M1 wires:
Scale bar: 10 um.
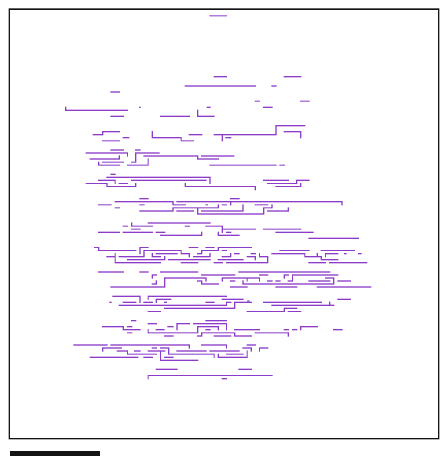
Met2 routing:
Scale bar: 10 um. Cells faint in the background.
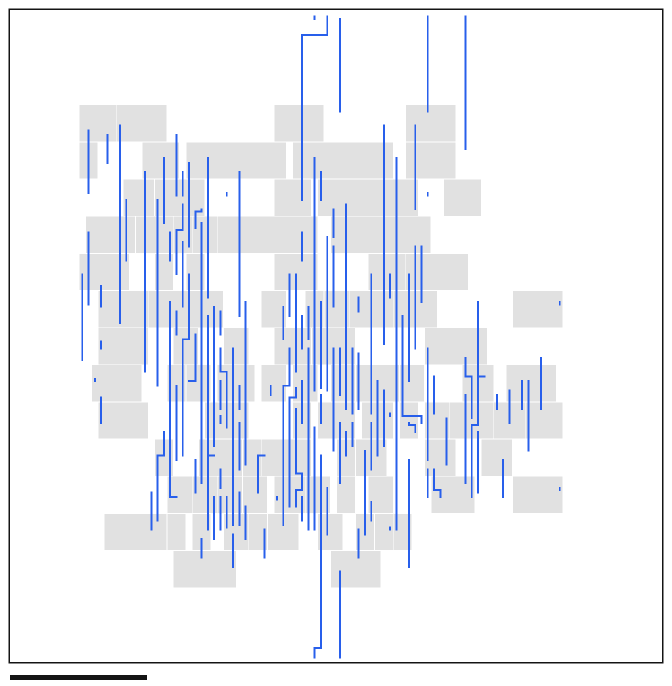
The metal 3 layer:
Scale bar: 10 um. Cells faint in the background.
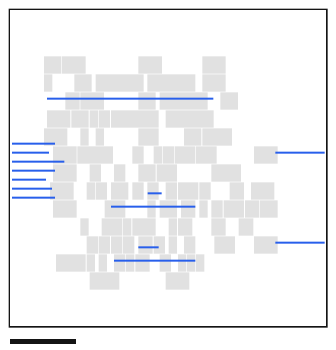
Congestion heat map:
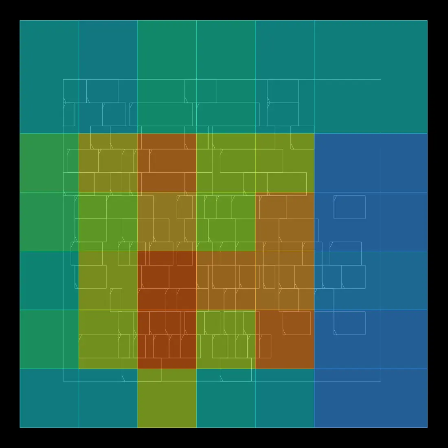
Cell area per tile:
10 x 10 tiles, from white (low) to dark blue (high), 0 to 100% covered.
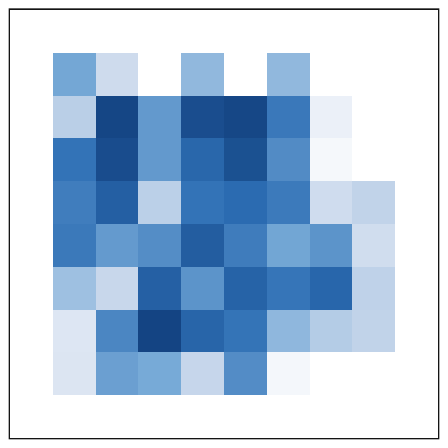
$ cat src/rtl/counter_pkg.sv
// Shared definitions for the range counter family: mode constants and the
// bound-clamping helper used by both the load path and reference models.
package counter_pkg;

    localparam int unsigned CNT_WRAP = 0;
    localparam int unsigned CNT_SAT  = 1;

    // Force value into the inclusive range [lo, hi] (unsigned compare).
    function automatic int unsigned clamp(input int unsigned value,
                                          input int unsigned lo,
                                          input int unsigned hi);
        if (value < lo) begin
            return lo;
        end
        if (value > hi) begin
            return hi;
        end
        return value;
    endfunction

endpackage

$ cat src/rtl/range_counter_next.sv
// Combinational next-state logic for range_counter: load clamping,
// up/down stepping, and wrap/saturate handling at the range bounds.
module range_counter_next
    import counter_pkg::*;
#(
    parameter int unsigned WIDTH    = 4,
    parameter int unsigned MIN      = 1,
    parameter int unsigned MAX      = 12,
    parameter int unsigned SATURATE = CNT_WRAP
) (
    input  logic [WIDTH-1:0] i_q,
    input  logic             i_en,
    input  logic             i_load,
    input  logic             i_up,
    input  logic [WIDTH-1:0] i_d,
    output logic [WIDTH-1:0] o_q_next,
    output logic             o_wrap_evt
);

    localparam logic [WIDTH:0]   L_MIN = (WIDTH+1)'(MIN);
    localparam logic [WIDTH:0]   L_MAX = (WIDTH+1)'(MAX);
    localparam logic [WIDTH-1:0] Q_MIN = WIDTH'(MIN);
    localparam logic [WIDTH-1:0] Q_MAX = WIDTH'(MAX);

    logic [WIDTH:0]   w_q_ext;
    logic [WIDTH:0]   w_inc;
    logic [WIDTH-1:0] w_dec;

    // Increment is one bit wider so q == 2^WIDTH-1 cannot alias to zero
    // when compared against MAX.
    always_comb begin
        w_q_ext = {1'b0, i_q};
        w_inc   = w_q_ext + (WIDTH+1)'(1);
        w_dec   = i_q - WIDTH'(1);
    end

    // Priority load > count > hold; wrap event only on a bound crossing in wrap mode.
    always_comb begin
        o_q_next   = i_q;
        o_wrap_evt = 1'b0;
        if (i_load) begin
            o_q_next = WIDTH'(clamp(32'(i_d), MIN, MAX));
        end else if (i_en) begin
            if (i_up) begin
                if (w_inc <= L_MAX) begin
                    o_q_next = w_inc[WIDTH-1:0];
                end else if (SATURATE == CNT_WRAP) begin
                    o_q_next   = Q_MIN;
                    o_wrap_evt = 1'b1;
                end
            end else begin
                if (w_q_ext > L_MIN) begin
                    o_q_next = w_dec;
                end else if (SATURATE == CNT_WRAP) begin
                    o_q_next   = Q_MAX;
                    o_wrap_evt = 1'b1;
                end
            end
        end
    end

endmodule

$ cat src/rtl/range_counter.sv
// Parametrised modulo counter over [MIN, MAX] with up/down, synchronous
// load, wrap or saturate mode, terminal count and a registered wrap pulse.
module range_counter
    import counter_pkg::*;
#(
    parameter int unsigned WIDTH    = 4,
    parameter int unsigned MIN      = 1,
    parameter int unsigned MAX      = 12,
    parameter int unsigned SATURATE = CNT_WRAP
) (
    input  logic             clk,
    input  logic             reset,
    input  logic             en,
    input  logic             load,
    input  logic             up,
    input  logic [WIDTH-1:0] d,
    output logic [WIDTH-1:0] q,
    output logic             tc,
    output logic             wrapped
);

    localparam bit CFG_OK = (WIDTH >= 1) && (MIN <= MAX) && (SATURATE <= CNT_SAT) &&
                            ((WIDTH >= 32) || ((MAX >> WIDTH) == 0));

    if (!CFG_OK) begin : g_cfg_check
        $fatal(1, "range_counter: illegal WIDTH/MIN/MAX/SATURATE combination");
    end

    localparam logic [WIDTH-1:0] Q_MIN = WIDTH'(MIN);
    localparam logic [WIDTH-1:0] Q_MAX = WIDTH'(MAX);

    logic [WIDTH-1:0] r_q;
    logic             r_wrapped;
    logic [WIDTH-1:0] w_q_next;
    logic             w_wrap_evt;

    range_counter_next #(
        .WIDTH    (WIDTH),
        .MIN      (MIN),
        .MAX      (MAX),
        .SATURATE (SATURATE)
    ) u_next (
        .i_q        (r_q),
        .i_en       (en),
        .i_load     (load),
        .i_up       (up),
        .i_d        (d),
        .o_q_next   (w_q_next),
        .o_wrap_evt (w_wrap_evt)
    );

    // Count and wrap-pulse registers; reset overrides load and enable.
    always_ff @(posedge clk) begin
        if (reset) begin
            r_q       <= Q_MIN;
            r_wrapped <= 1'b0;
        end else begin
            r_q       <= w_q_next;
            r_wrapped <= w_wrap_evt;
        end
    end

    // Terminal count flags the bound in the current direction of travel.
    always_comb begin
        tc = en & (up ? (r_q == Q_MAX) : (r_q == Q_MIN));
    end

    assign q       = r_q;
    assign wrapped = r_wrapped;

endmodule

$ cat config.mk
export PLATFORM = sky130hd
export DESIGN_NAME = range_counter
export DESIGN_NICKNAME = d
export VERILOG_FILES = /design/src/rtl/counter_pkg.sv /design/src/rtl/range_counter_next.sv /design/src/rtl/range_counter.sv
export SDC_FILE = /design/constraint.sdc
export NUM_CORES = 1
export LEC_CHECK = 0
export CAP_MARGIN = 20
export CORE_MARGIN = 5
export CORE_UTILIZATION = 39
export DETAILED_ROUTE_END_ITERATION = 10
export PLACE_DENSITY = 0.7
export SETUP_SLACK_MARGIN = 0.3
export SYNTH_ARGS = -nofsm -noshare
export SYNTH_HDL_FRONTEND = slang
export SYNTH_SLANG_ARGS = --single-unit
$ cat constraint.sdc
create_clock -name clk -period 4.9 [get_ports clk]
set_input_delay 0.735 -clock clk [delete_from_list [all_inputs] [get_ports clk]]
set_output_delay 0.735 -clock clk [all_outputs]
set_load 0.05 [all_outputs]
==> notes.md <==
yosys + openroad results -> worst stage delay on the critical path slightly above 800 ps, buffering overhead 19.5%, Sink Count 5, Final Setup Violations 0, most common logic cells in the final layout 14 x clkdlybuf4s50_1, 10 x a21oi_1, 6 x nand2_1, 6 x nor2_1, worst-case clock skew 0.748 ps, max reg flops 4, Simple Share, Synth between 20% and 30%, syn avg cell area 7.12 sq um, sequential cell power ~0.000053 W, initial antenna violation count 0, met3 routed WL 110 um, synth cell count leaders 10 x a21oi_1, 6 x nand2_1, 6 x nor2_1, biggest area consumer among synthesized cells dfxtp_1, largest net degree at the start of global routing 14, Setup WS post-layout roughly 1500 ps, post-synth design cell area 556 sq um, Main logic family AND-OR/OR-AND gates, row cnt 13, crit path DAT around 2700 ps, status finished, final reports clean, post_cts resized 0, non-filler cells, final about 110, io pins 15, DR iter-0 viols 15, M1 WL 615 um, Hold EP q[3]$_SDFFE_PP0P_, multi-input combinational area share 57.6%, Synth Instances 78, combinational share of power between 40% and 50%, global-route wire length before repair roughly 2300 um, reg-to-reg startpoint q[1]$_SDFFE_PP0P_, Worst Hold Class reg2reg
About 'M1 wires':
nets with wire on the layer	88
main direction	horizontal

About 'met2 routing':
longest straight run	27.2 um
share of all routed wire	49%
wire length on this layer	699 um
nets with wire on the layer	87
main direction	vertical

About 'the metal 3 layer':
nets with wire on the layer	14
longest straight run	24.8 um
share of all routed wire	7.7%
wire length on this layer	110 um
main direction	horizontal
M3 GR Usage: 6.02%
routed vias: 609
final wirelength: 1430 um

About 'congestion heat map':
post-layout util: 54.4%
WL per Instance: 13.4 um
met1 Track Usage GR: 18.9%
GR Util met2: 23.2%

About 'cell area per tile':
emptiest ninth of the die	north-east
tiles over 75% full	14%
fullest tile	92%
densest ninth of the die	center
mean over tiles	31%
nearly empty tiles	44%
Initial Utilization: 42.2%
Core ar.: 1320 sq um

Power figures rest on the tool's default switching activity, not on a simulated workload.
